Figure 1. Cell area per tile.
Bar = 20 µm. 12 x 12 tiles, from dark blue (low) to red (high), 0 to 100% covered.
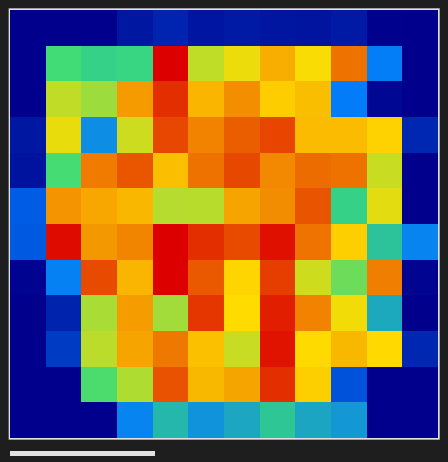
Figure 2. Routed metal per tile.
Bar = 20 µm. 12 x 12 tiles, from dark blue (low) to red (high), scaled to the fullest tile. Values are wire area over tile area, all layers added.
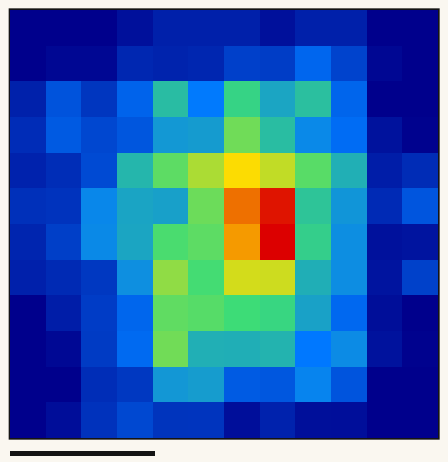
Figure 3. Cells by drive strength.
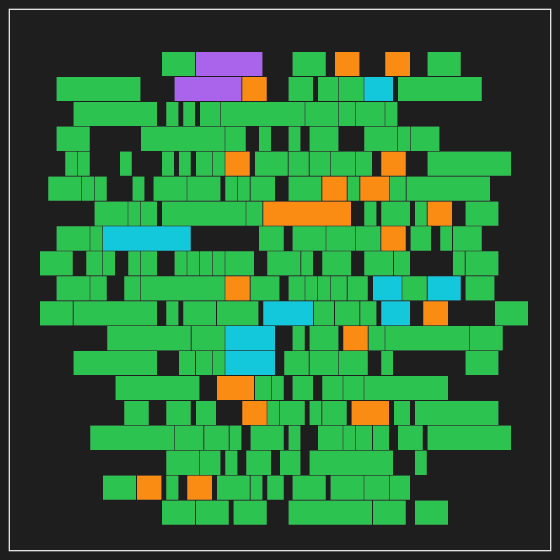
<file path="config.mk">
export PLATFORM = sky130hd
export DESIGN_NAME = jk_bank_ctrl_flat
export DESIGN_NICKNAME = d
export VERILOG_FILES = /design/src/rtl/jk_pkg.sv /design/src/rtl/jk_bank_ctrl_if.sv /design/src/rtl/jk_ff.sv /design/src/rtl/jk_bank_ctrl.sv /design/src/flat_wrapper.sv
export SDC_FILE = /design/constraint.sdc
export NUM_CORES = 1
export LEC_CHECK = 0
export CAP_MARGIN = 15
export CORE_MARGIN = 2
export CORE_UTILIZATION = 49
export CTS_CLUSTER_DIAMETER = 200
export DETAILED_ROUTE_END_ITERATION = 8
export PLACE_DENSITY = 0.9
export SLEW_MARGIN = 30
export SYNTH_ARGS = -nofsm -noshare
export SYNTH_HDL_FRONTEND = slang
export SYNTH_SLANG_ARGS = --single-unit
</file>
<file path="constraint.sdc">
create_clock -name clk -period 2.8 [get_ports clk]
set_input_delay 0.42 -clock clk [delete_from_list [all_inputs] [get_ports clk]]
set_output_delay 0.42 -clock clk [all_outputs]
set_load 0.05 [all_outputs]
</file>
<file path="src/rtl/jk_pkg.sv">
// Shared opcodes and FSM encoding for the JK bank sequencer.
// Reserved opcode 7 has no name here; the controller decodes it as HOLD.
package jk_pkg;

    localparam logic [2:0] OP_HOLD    = 3'd0;
    localparam logic [2:0] OP_CLEAR   = 3'd1;
    localparam logic [2:0] OP_PRESET  = 3'd2;
    localparam logic [2:0] OP_LOAD    = 3'd3;
    localparam logic [2:0] OP_CNT_UP  = 3'd4;
    localparam logic [2:0] OP_CNT_DN  = 3'd5;
    localparam logic [2:0] OP_TOGGLE  = 3'd6;

    typedef enum logic {
        ST_IDLE = 1'b0,
        ST_EXEC = 1'b1
    } state_t;

    function automatic logic is_count(input logic [2:0] op);
        return (op == OP_CNT_UP) || (op == OP_CNT_DN);
    endfunction

endpackage

</file>
<file path="src/rtl/jk_bank_ctrl_if.sv">
// Command channel into the JK bank controller: valid/ready plus opcode, data and step count.
// A transfer happens only on a clock edge where cmd_valid and cmd_ready are both high.
interface jk_bank_ctrl_if #(
    parameter int WIDTH  = 4,
    parameter int STEP_W = 8
);
    logic              cmd_valid;
    logic              cmd_ready;
    logic [2:0]        cmd_op;
    logic [WIDTH-1:0]  cmd_data;
    logic [STEP_W-1:0] cmd_steps;

    modport master (
        output cmd_valid, cmd_op, cmd_data, cmd_steps,
        input  cmd_ready
    );

    modport slave (
        input  cmd_valid, cmd_op, cmd_data, cmd_steps,
        output cmd_ready
    );
endinterface

</file>
<file path="src/rtl/jk_ff.sv">
// Single rising-edge JK flip-flop with asynchronous active-low reset to 0.
// Truth table: 00 hold, 01 reset, 10 set, 11 toggle.
module jk_ff (
    input  logic clk,
    input  logic rst_n,
    input  logic j_i,
    input  logic k_i,
    output logic q_o
);
    logic q_q;

    always_ff @(posedge clk or negedge rst_n) begin
        if (!rst_n) begin
            q_q <= 1'b0;
        end else begin
            case ({j_i, k_i})
                2'b01:   q_q <= 1'b0;
                2'b10:   q_q <= 1'b1;
                2'b11:   q_q <= ~q_q;
                default: q_q <= q_q;
            endcase
        end
    end

    assign q_o = q_q;
endmodule

</file>
<file path="src/rtl/jk_bank_ctrl.sv">
// Sequences a bank of JK flip-flops from one-at-a-time commands; single-step ops take one
// EXEC cycle, counts take max(steps,1) cycles; done pulses the cycle after EXEC ends.
module jk_bank_ctrl
    import jk_pkg::*;
#(
    parameter int WIDTH  = 4,
    parameter int STEP_W = 8
) (
    input  logic             clk,
    input  logic             rst_n,
    jk_bank_ctrl_if.slave    cmd,
    output logic [WIDTH-1:0] q,
    output logic [WIDTH-1:0] qn,
    output logic [WIDTH-1:0] jk_j,
    output logic [WIDTH-1:0] jk_k,
    output logic             busy,
    output logic             done
);
    localparam logic [STEP_W-1:0] STEP_ONE = STEP_W'(1);

    state_t            state_q, state_d;
    logic [2:0]        op_q, op_d;
    logic [WIDTH-1:0]  data_q, data_d;
    logic [STEP_W-1:0] rem_q, rem_d;
    logic              done_q, done_d;
    logic [WIDTH-1:0]  up_t, dn_t;

    // Ripple-carry toggle enables: a bit flips when every lower bit is 1 (up) or 0 (down).
    always_comb begin
        up_t    = '0;
        dn_t    = '0;
        up_t[0] = 1'b1;
        dn_t[0] = 1'b1;
        for (int i = 1; i < WIDTH; i++) begin
            up_t[i] = up_t[i-1] & q[i-1];
            dn_t[i] = dn_t[i-1] & ~q[i-1];
        end
    end

    always_comb begin
        state_d       = state_q;
        op_d          = op_q;
        data_d        = data_q;
        rem_d         = rem_q;
        done_d        = 1'b0;
        jk_j          = '0;
        jk_k          = '0;
        cmd.cmd_ready = 1'b0;
        busy          = 1'b0;
        case (state_q)
            ST_IDLE: begin
                cmd.cmd_ready = 1'b1;
                if (cmd.cmd_valid) begin
                    op_d    = cmd.cmd_op;
                    data_d  = cmd.cmd_data;
                    rem_d   = cmd.cmd_steps;
                    state_d = ST_EXEC;
                end
            end
            ST_EXEC: begin
                busy = 1'b1;
                case (op_q)
                    OP_CLEAR:  jk_k = '1;
                    OP_PRESET: jk_j = '1;
                    OP_LOAD: begin
                        jk_j = data_q;
                        jk_k = ~data_q;
                    end
                    OP_TOGGLE: begin
                        jk_j = data_q;
                        jk_k = data_q;
                    end
                    OP_CNT_UP: if (rem_q != '0) begin
                        jk_j = up_t;
                        jk_k = up_t;
                    end
                    OP_CNT_DN: if (rem_q != '0) begin
                        jk_j = dn_t;
                        jk_k = dn_t;
                    end
                    default: ;
                endcase
                if (rem_q != '0) begin
                    rem_d = rem_q - STEP_ONE;
                end
                // A zero-step count still spends one EXEC cycle so it reports done.
                if (!is_count(op_q) || (rem_q <= STEP_ONE)) begin
                    state_d = ST_IDLE;
                    done_d  = 1'b1;
                end
            end
            default: state_d = ST_IDLE;
        endcase
    end

    always_ff @(posedge clk or negedge rst_n) begin
        if (!rst_n) begin
            state_q <= ST_IDLE;
            op_q    <= '0;
            data_q  <= '0;
            rem_q   <= '0;
            done_q  <= 1'b0;
        end else begin
            state_q <= state_d;
            op_q    <= op_d;
            data_q  <= data_d;
            rem_q   <= rem_d;
            done_q  <= done_d;
        end
    end

    for (genvar g = 0; g < WIDTH; g++) begin : g_ff
        jk_ff u_ff (
            .clk   (clk),
            .rst_n (rst_n),
            .j_i   (jk_j[g]),
            .k_i   (jk_k[g]),
            .q_o   (q[g])
        );
    end

    assign qn   = ~q;
    assign done = done_q;
endmodule
</file>
<file path="src/flat_wrapper.sv">
// flat-port wrapper written by rule: the top's interface ports become plain ports
module jk_bank_ctrl_flat import jk_pkg::*;
#(
    parameter int WIDTH  = 4,
    parameter int STEP_W = 8
)
  (clk, rst_n, q, qn, jk_j, jk_k, busy, done, cmd_cmd_valid, cmd_cmd_op, cmd_cmd_data, cmd_cmd_steps, cmd_cmd_ready);
  jk_bank_ctrl_if #(.WIDTH(WIDTH), .STEP_W(STEP_W)) cmd_i ();
  input  logic clk;
  input  logic rst_n;
  output logic [WIDTH-1:0] q;
  output logic [WIDTH-1:0] qn;
  output logic [WIDTH-1:0] jk_j;
  output logic [WIDTH-1:0] jk_k;
  output logic busy;
  output logic done;
  input wire logic [$bits(cmd_i.cmd_valid)-1:0] cmd_cmd_valid;
  input wire logic [$bits(cmd_i.cmd_op)-1:0] cmd_cmd_op;
  input wire logic [$bits(cmd_i.cmd_data)-1:0] cmd_cmd_data;
  input wire logic [$bits(cmd_i.cmd_steps)-1:0] cmd_cmd_steps;
  output wire logic [$bits(cmd_i.cmd_ready)-1:0] cmd_cmd_ready;
  assign cmd_i.cmd_valid = cmd_cmd_valid;
  assign cmd_i.cmd_op = cmd_cmd_op;
  assign cmd_i.cmd_data = cmd_cmd_data;
  assign cmd_i.cmd_steps = cmd_cmd_steps;
  assign cmd_cmd_ready = cmd_i.cmd_ready;
  jk_bank_ctrl #(.WIDTH(WIDTH), .STEP_W(STEP_W)) u_core (.clk(clk), .rst_n(rst_n), .cmd(cmd_i), .q(q), .qn(qn), .jk_j(jk_j), .jk_k(jk_k), .busy(busy), .done(done));
endmodule
</file>
==> out/metrics.yaml <==
drc: 0
slowest_stage: "dfrtp_2"
dpl_worst_slack_ns: 0.271
slew_viol_final: 0
met2_usage_pct: 40.0
avgViaCountPerCell: 6.43
n_fill_cell: 221
cp_num_buf_inv: 3
min_path_type: "in2async"
n_antenna_cell: 0
top_cell_area_share_pct: 35.5
nets: 223
status: "complete, no violations"
comb_area_um2: 820
max_freq_ghz: 0.372
buf_share_pct: 22.5
p_leak_nw: 0.744
clock-sinks: 21
slew_headroom_pct: 51.6
synth_top_cell_by_count: "nand2_1"
setup_viol: 0
antenna_found_initial: 0
wl_met1_um: 1550
largest_class: "combinational gates"
grt_max_degree: 22
grt_pass1_wl_um: 6470
edf_count: 0
worst-path-stages: 8
cts_max_path_buffers: 2
fin_crit_ns: 2.69
root_buffer: "clkbuf_4"
ys_sh_adder_pct: 3.72
cp_slowest_stage_delay_ns: 0.47
io_pins: 37
taps: 31
dp.cells: 229
## Picture notes: Figure 1
The mean over all tiles is 53%. The emptiest ninth of the die: south-west. 18% of the tiles are nearly empty. The densest ninth of the die: centre.
core box area: 0.00281 mm²
fp util: 52.7%
Util after Layout: 66.6%

## Picture notes: Figure 2
The densest ninth of the die: centre. 17% of the tiles are nearly empty. The fullest tile reaches 0.84. 15% of the tiles are over half the peak.
Wirelength per Cell: 16.9 µm
GRT Overall Usage: 24.3%
routed wire length: 3940 µm
via count: 1498

## Picture notes: Figure 3
drive 2: in cyan, cells 8. drive 1 or less: in green, cells 174. drive 3 to 4: in orange, cells 18. drive 6 and up: in purple, cells 2.
final instance area: 0.00187 mm²
Non-CTS buffers: 43
Final WS setup: 0.113 ns
Area growth syn-to-layout: 26.4%

power by group:
| part | switching, W | internal [W] | total (W) |
|---|---|---|---|
| clock | 0.0000935 | 0.0000555 | 0.000149 |
| sequential | 0.000207 | 0.000413 | 0.000620 |
| combinational | 0.000672 | 0.000425 | 0.00110 |
| total | 0.000973 | 0.000893 | 0.00187 |
worst register-to-register path, stage by stage (launching register included):
cell	delay [ns]
dfrtp_2	0.47
inv_1	0.09
ha_2	0.21
or3b_1	0.40
buf_4	0.19
nor3_1	0.27
nor3_1	0.08
a211oi_1	0.20
what timing repair did:
item,in CTS,in global routing
hold buffers,0,0
resized,3,6
setup endpoints to repair,4,5
buffers inserted,0,0
hold endpoints to repair,0,0
No activity file was given, so power comes from the tool's default toggle rates.
